### src/rtl/input_register_pkg.sv
// Shared constants and types for the decimal entry port: keypad codes,
// entry FSM encoding and the digit-classification helper.
package input_register_pkg;

    localparam logic [3:0] KEY_BACKSPACE = 4'hA;
    localparam logic [3:0] KEY_ENTER     = 4'hE;
    localparam int         CNT_W         = 2;

    typedef enum logic {
        ST_ENTRY   = 1'b0,
        ST_CONVERT = 1'b1
    } state_t;

    function automatic logic is_digit(input logic [3:0] code);
        return (code <= 4'd9);
    endfunction

endpackage

### src/rtl/input_register_if.sv
// Keypad / control-unit / display bundle for the input register.
// The master side is the system around the port; the slave side is the port itself.
interface input_register_if #(
    parameter int DIGITS = 3,
    parameter int DATA_W = 8
);
    import input_register_pkg::*;

    logic                  key_valid;
    logic [3:0]            key_code;
    logic                  in_en;
    logic [DATA_W-1:0]     bus_out;
    logic                  bus_drive;
    logic [4*DIGITS-1:0]   entry_bcd;
    logic [CNT_W-1:0]      digit_cnt;
    logic                  busy;
    logic                  data_ready;
    logic                  overflow;

    modport master (
        output key_valid, key_code, in_en,
        input  bus_out, bus_drive, entry_bcd, digit_cnt, busy, data_ready, overflow
    );

    modport slave (
        input  key_valid, key_code, in_en,
        output bus_out, bus_drive, entry_bcd, digit_cnt, busy, data_ready, overflow
    );

endinterface

### src/rtl/input_register_bcd_to_bin_serial.sv
// Serial BCD-to-binary converter (reverse double-dabble): one shift-and-correct
// step per cycle for 4*DIGITS cycles; done and bin_out are valid on the final step.
module bcd_to_bin_serial #(
    parameter int DIGITS = 3
) (
    input  logic                clk,
    input  logic                clear_n,
    input  logic                start,
    input  logic [4*DIGITS-1:0] bcd_in,
    output logic                done,
    output logic [4*DIGITS-1:0] bin_out
);

    localparam int BCD_W = 4 * DIGITS;
    localparam int TC_W  = $clog2(BCD_W);
    localparam logic [TC_W-1:0] LAST = TC_W'(BCD_W - 1);

    logic              active_q;
    logic [TC_W-1:0]   tc_q;
    logic [BCD_W-1:0]  bcd_q;
    logic [BCD_W-1:0]  bin_q;
    logic [2*BCD_W-1:0] shifted;
    logic [BCD_W-1:0]  bcd_nx;
    logic [BCD_W-1:0]  bin_nx;
    logic [3:0]        nib;

    assign shifted = {bcd_q, bin_q} >> 1;
    assign bin_nx  = shifted[BCD_W-1:0];

    // A nibble that received a 1 from above is worth 8 + x but should be 5 + x.
    always_comb begin
        bcd_nx = '0;
        nib    = '0;
        for (int i = 0; i < DIGITS; i++) begin
            nib = shifted[BCD_W + 4*i +: 4];
            bcd_nx[4*i +: 4] = (nib >= 4'd8) ? (nib - 4'd3) : nib;
        end
    end

    always_ff @(posedge clk or negedge clear_n) begin
        if (!clear_n) begin
            active_q <= 1'b0;
            tc_q     <= '0;
            bcd_q    <= '0;
            bin_q    <= '0;
        end else if (start) begin
            active_q <= 1'b1;
            tc_q     <= LAST;
            bcd_q    <= bcd_in;
            bin_q    <= '0;
        end else if (active_q) begin
            bcd_q <= bcd_nx;
            bin_q <= bin_nx;
            if (tc_q == '0) begin
                active_q <= 1'b0;
            end else begin
                tc_q <= tc_q - TC_W'(1);
            end
        end
    end

    assign done    = active_q && (tc_q == '0);
    assign bin_out = bin_nx;

endmodule

### src/rtl/input_register.sv
// Decimal entry port: collects keypad digits, converts them serially to binary
// and holds the saturated result for the CPU bus.
//   state      | meaning
//   ST_ENTRY   | accepting digit / backspace / enter keys
//   ST_CONVERT | serial conversion running, keys dropped
module input_register
    import input_register_pkg::*;
#(
    parameter int          DIGITS    = 3,
    parameter int          DATA_W    = 8,
    parameter int unsigned MAX_VALUE = 255
) (
    input  logic          clk,
    input  logic          clear_n,
    input_register_if.slave port
);

    localparam int BCD_W = 4 * DIGITS;

    state_t             state_q;
    state_t             state_nx;
    logic               start;
    logic               conv_done;
    logic [BCD_W-1:0]   conv_bin;
    logic [BCD_W-1:0]   entry_q;
    logic [CNT_W-1:0]   cnt_q;
    logic [DATA_W-1:0]  held_q;
    logic               ready_q;
    logic               ovf_q;
    logic               key_digit;
    logic               key_bs;
    logic               key_enter;
    logic               over;

    assign key_digit = port.key_valid && is_digit(port.key_code);
    assign key_bs    = port.key_valid && (port.key_code == KEY_BACKSPACE);
    assign key_enter = port.key_valid && (port.key_code == KEY_ENTER);

    always_ff @(posedge clk or negedge clear_n) begin
        if (!clear_n) begin
            state_q <= ST_ENTRY;
        end else begin
            state_q <= state_nx;
        end
    end

    always_comb begin
        state_nx = state_q;
        start    = 1'b0;
        case (state_q)
            ST_ENTRY: begin
                if (key_enter) begin
                    start    = 1'b1;
                    state_nx = ST_CONVERT;
                end
            end
            ST_CONVERT: begin
                if (conv_done) begin
                    state_nx = ST_ENTRY;
                end
            end
            default: state_nx = ST_ENTRY;
        endcase
    end

    bcd_to_bin_serial #(
        .DIGITS (DIGITS)
    ) u_conv (
        .clk     (clk),
        .clear_n (clear_n),
        .start   (start),
        .bcd_in  (entry_q),
        .done    (conv_done),
        .bin_out (conv_bin)
    );

    // Entry buffer: full buffer ignores further digits rather than shifting out.
    always_ff @(posedge clk or negedge clear_n) begin
        if (!clear_n) begin
            entry_q <= '0;
            cnt_q   <= '0;
        end else if (state_q == ST_CONVERT) begin
            if (conv_done) begin
                entry_q <= '0;
                cnt_q   <= '0;
            end
        end else if (key_digit) begin
            if (32'(cnt_q) < 32'(DIGITS)) begin
                entry_q <= {entry_q[BCD_W-5:0], port.key_code};
                cnt_q   <= cnt_q + CNT_W'(1);
            end
        end else if (key_bs) begin
            entry_q <= '0;
            cnt_q   <= '0;
        end
    end

    assign over = (32'(conv_bin) > MAX_VALUE);

    // Completion outranks a same-edge bus read so a fresh value is never lost.
    always_ff @(posedge clk or negedge clear_n) begin
        if (!clear_n) begin
            held_q  <= '0;
            ready_q <= 1'b0;
            ovf_q   <= 1'b0;
        end else if (conv_done) begin
            held_q  <= over ? DATA_W'(MAX_VALUE) : DATA_W'(conv_bin);
            ovf_q   <= over;
            ready_q <= 1'b1;
        end else if (port.in_en) begin
            ready_q <= 1'b0;
        end
    end

    assign port.bus_out    = port.in_en ? held_q : '0;
    assign port.bus_drive  = port.in_en;
    assign port.entry_bcd  = entry_q;
    assign port.digit_cnt  = cnt_q;
    assign port.busy       = (state_q == ST_CONVERT);
    assign port.data_ready = ready_q;
    assign port.overflow   = ovf_q;

endmodule

### src/flat_wrapper.sv
// flat-port wrapper written by rule: the top's interface ports become plain ports
module input_register_flat import input_register_pkg::*;
#(
    parameter int          DIGITS    = 3,
    parameter int          DATA_W    = 8,
    parameter int unsigned MAX_VALUE = 255
)
  (clk, clear_n, port_key_valid, port_key_code, port_in_en, port_bus_out, port_bus_drive, port_entry_bcd, port_digit_cnt, port_busy, port_data_ready, port_overflow);
  input_register_if #(.DIGITS(DIGITS), .DATA_W(DATA_W)) port_i ();
  input  logic clk;
  input  logic clear_n;
  input wire logic [$bits(port_i.key_valid)-1:0] port_key_valid;
  input wire logic [$bits(port_i.key_code)-1:0] port_key_code;
  input wire logic [$bits(port_i.in_en)-1:0] port_in_en;
  output wire logic [$bits(port_i.bus_out)-1:0] port_bus_out;
  output wire logic [$bits(port_i.bus_drive)-1:0] port_bus_drive;
  output wire logic [$bits(port_i.entry_bcd)-1:0] port_entry_bcd;
  output wire logic [$bits(port_i.digit_cnt)-1:0] port_digit_cnt;
  output wire logic [$bits(port_i.busy)-1:0] port_busy;
  output wire logic [$bits(port_i.data_ready)-1:0] port_data_ready;
  output wire logic [$bits(port_i.overflow)-1:0] port_overflow;
  assign port_i.key_valid = port_key_valid;
  assign port_i.key_code = port_key_code;
  assign port_i.in_en = port_in_en;
  assign port_bus_out = port_i.bus_out;
  assign port_bus_drive = port_i.bus_drive;
  assign port_entry_bcd = port_i.entry_bcd;
  assign port_digit_cnt = port_i.digit_cnt;
  assign port_busy = port_i.busy;
  assign port_data_ready = port_i.data_ready;
  assign port_overflow = port_i.overflow;
  input_register #(.DIGITS(DIGITS), .DATA_W(DATA_W), .MAX_VALUE(MAX_VALUE)) u_core (.clk(clk), .clear_n(clear_n), .port(port_i));
endmodule
### config.mk
export PLATFORM = sky130hd
export DESIGN_NAME = input_register_flat
export DESIGN_NICKNAME = d
export VERILOG_FILES = /design/src/rtl/input_register_pkg.sv /design/src/rtl/input_register_if.sv /design/src/rtl/input_register_bcd_to_bin_serial.sv /design/src/rtl/input_register.sv /design/src/flat_wrapper.sv
export SDC_FILE = /design/constraint.sdc
export NUM_CORES = 1
export LEC_CHECK = 0
export ABC_CLOCK_PERIOD_IN_PS = 1400
export CORE_ASPECT_RATIO = 2
export CORE_MARGIN = 5
export CORE_UTILIZATION = 51
export CTS_BUF_LIST = sky130_fd_sc_hd__clkbuf_4 sky130_fd_sc_hd__clkbuf_8
export DETAILED_ROUTE_END_ITERATION = 8
export PLACE_DENSITY = 0.88
export SYNTH_ARGS = -nofsm -noshare
export SYNTH_HDL_FRONTEND = slang
export SYNTH_SLANG_ARGS = --single-unit
### constraint.sdc
create_clock -name clk -period 1.4 [get_ports clk]
set_input_delay 0.28 -clock clk [delete_from_list [all_inputs] [get_ports clk]]
set_output_delay 0.28 -clock clk [all_outputs]
set_load 0.01 [all_outputs]
Cells colored by class:
Fill, decap, tap and diode cells in gray.
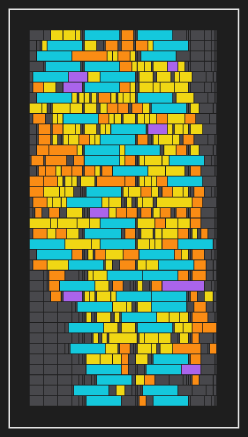
legend:
  sequential cells:
    color: cyan
    cells: 53
    share_of_their_area: 39%
  clock drivers and dummy loads:
    color: purple
    cells: 8
    share_of_their_area: 3.5%
  remaining buffers and delay cells:
    color: orange
    cells: 94
    share_of_their_area: 23%
  remaining logic cells:
    color: yellow
    cells: 172
    share_of_their_area: 34%

Cell sizes after repair:
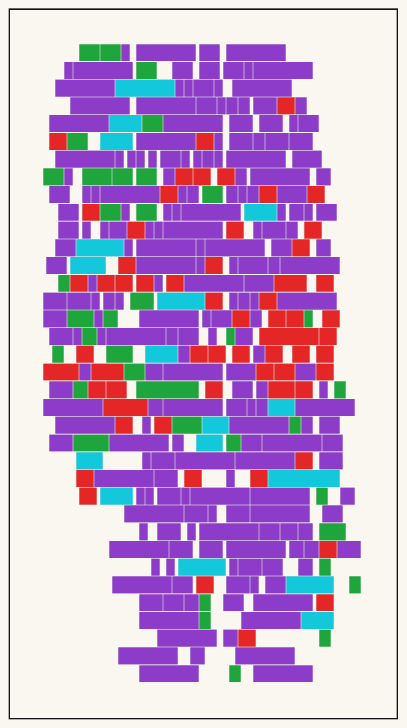
legend:
  x1 and smaller:
    color: purple
    cells: 213
    share: 65%
  x2:
    color: green
    cells: 37
    share: 11%
  x3 and x4:
    color: red
    cells: 60
    share: 18%
  x6 and larger:
    color: cyan
    cells: 17
    share: 5.2%

Nets reached from selected ports:
Bar = 20 um.
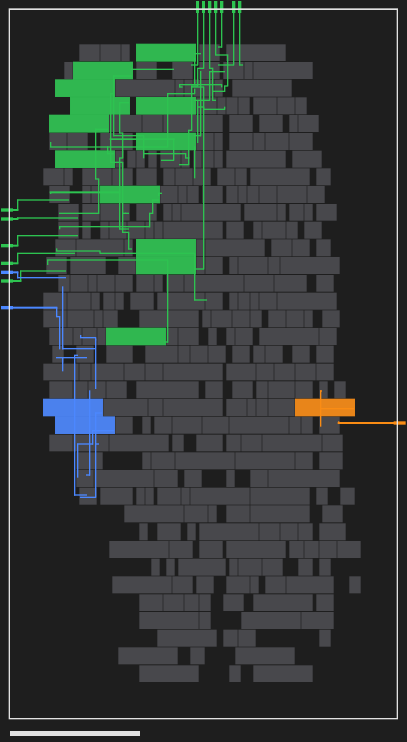
legend:
  port_digit_cnt:
    color: blue
    direction: output
    edge: left
    end_cells: 2
    buffers: 6
    wire: 120 um
  port_entry_bcd:
    color: green
    direction: output
    edge: 7 top, 5 left
    end_cells: 12
    buffers: 12
    wire: 473 um
  port_data_ready:
    color: orange
    direction: output
    edge: right
    end_cells: 1
    buffers: 1
    wire: 19.3 um

==> summary.txt <==
Run status -> finished with violations
Failing checks -> setup timing
Antenna Diode Count -> 0
Cell-by-cell trace of the critical path -> inv_2 > ha_4 > or3b_4 > or2_4 > a21o_1
Met1 GRT Util -> 0.233
Number of design-rule violations left by the first detailed-router iteration -> 57
Flip-flops with a built-in enable -> 0
Final critical path time including I/O delays and setup -> 1.51 ns
Clock tree root driver cell -> clkbuf_8
Power per standard cell area -> 2080 nW/um2
Multi-input combinational cell count -> 163
Total wire length after detailed routing -> 6680 um
Setup Buffers After CTS -> 20
Share of final-layout standard cells stronger than drive strength 1 -> 0.349
Critical Path Slowest Stage Cell -> dfrtp_1
Area fraction in xor and xnor cells -> 0.0248
Distinct lib cells used -> 38
Number of ordinary and repair buffers in the finished layout -> 94
Pin count of the biggest net entering global routing -> 54
Top area cells in the synthesized netlist -> dfrtp_1 (54%), mux2i_1 (7.3%), nand2_1 (6.1%)
Maximum VDD drop -> 1.61 mV
Tap cells -> 57
Synth-to-layout area growth -> 41.1%
Data required, critical path -> 1.62 ns
Post-synthesis cell type with the largest instance count -> dfrtp_1
Total vias in the final route -> 2,120
Post-synthesis simple-gate area fraction -> 0.166
Share of power burned in the clock network -> 0.151
Area fraction in full adders, half adders and majority gates -> 0.0303
Worst slack on hold paths -> 0.455 ns
Met1 routed wirelength after detailed routing -> 2510 um
Hold buffer count at cts -> 1
Number of setup violations in the final report -> 26
Layer carrying the most global-route usage -> met2
Min-delay worst type -> input pin to flip-flop
Peak per-stage delay on the critical path -> 0.40 ns
Worst Reg-to-Reg Cells -> 5
Register-to-register setup slack -> -0.11 ns
Clock slew at reported path FFs -> 0.09 ns
Combinational fraction of the cell area -> 0.326
Post-synthesis cell count from yosys -> 237
Hold Vio Cnt, Final -> 0
Share of the synthesized area in the top cell type -> 0.536
Final Net Count -> 340
Clock skew -> 0.00601 ns
Share of the core filled by cells before placement -> 0.519
First-pass detailed-route iteration total -> 4
Kind of launch point of the worst setup path -> flip-flop
FF+latch count, synth -> 53
Worst-case clock buffer depth -> 2
Number of ordinary inverters in the final layout -> 9
Library cell occupying the most area in the post-synthesis netlist -> dfrtp_1
TritonCTS clock tree -> built
Most frequent cells after synthesis -> dfrtp_1 (53), nand2_1 (40), nor2_1 (19)
Post-layout worst setup margin -> -0.114 ns
Comb area -> 1140 um2
Syn avg cell area -> 10.4 um2
Antenna Violating Nets Remaining -> 0
Switching Fraction -> 0.360
Top cells excl fill/tap -> dfrtp_1 (52), buf_4 (50), nand2_1 (37)
Dominant synthesized flop cell -> dfrtp_1
Pwr Total -> 0.00726 W
Wire length of the first global-routing pass -> 9590 um
WP data arrival -> 1.74 ns
Critical Path End Type -> flip-flop
I/O pin count -> 34
Total length of routed met2 wires -> 3620 um
Placement view:
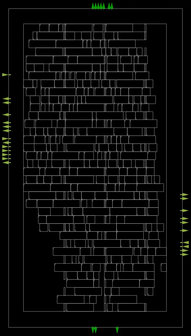
Core ar.: 4770 um2
floorplan row count: 36
number of fill cells in the layout: 313
fraction of area in registers: 0.380

Routed metal, one color a layer:
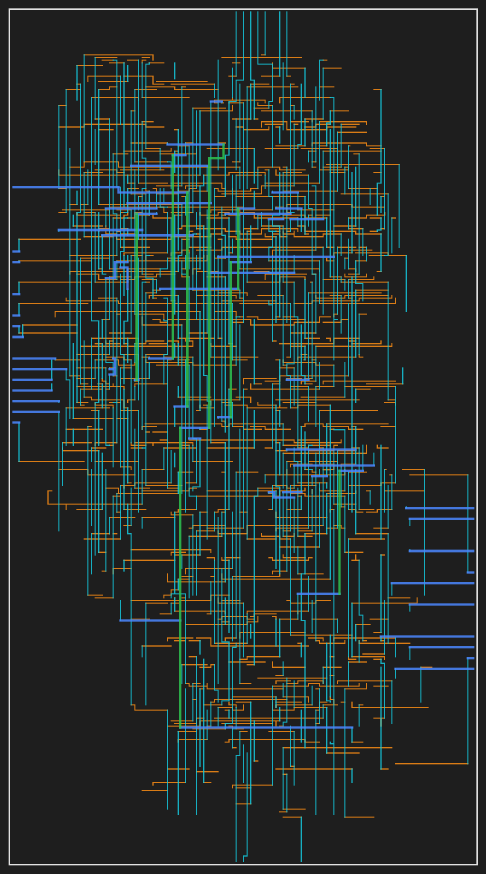
legend:
  M1:
    color: orange
    wire_length: 2,510 um
  M2:
    color: cyan
    wire_length: 3,620 um
  M4:
    color: green
    wire_length: 196 um
  M3:
    color: blue
    wire_length: 348 um

## power groups by stage
stage	combinational, W	clock (W)	sequential, W
6_report	0.00354	0.00110	0.00263
5_1_grt	0.00384	0.00117	0.00270
4_1_cts	0.00297	0.00111	0.00260
3_5_place_dp	0.00267	0	0.00268
3_3_place_gp	0.00255	0	0.00264
2_1_floorplan	0.00146	0	0.00267
## path summary, 6_finish.rpt
path	start	end
max in group asynchronous	clear_n	u_core.port.busy
min reg2reg	u_core.port.overflow	u_core.port.overflow
max reg2reg	u_core.u_conv.tc_q[0]	u_core.port.busy
max	u_core.u_conv.tc_q[0]	u_core.port.busy
min in group asynchronous	clear_n	u_core.held_q[4]
min	port_in_en	u_core.port.data_ready
Power figures rest on the tool's default switching activity, not on a simulated workload.
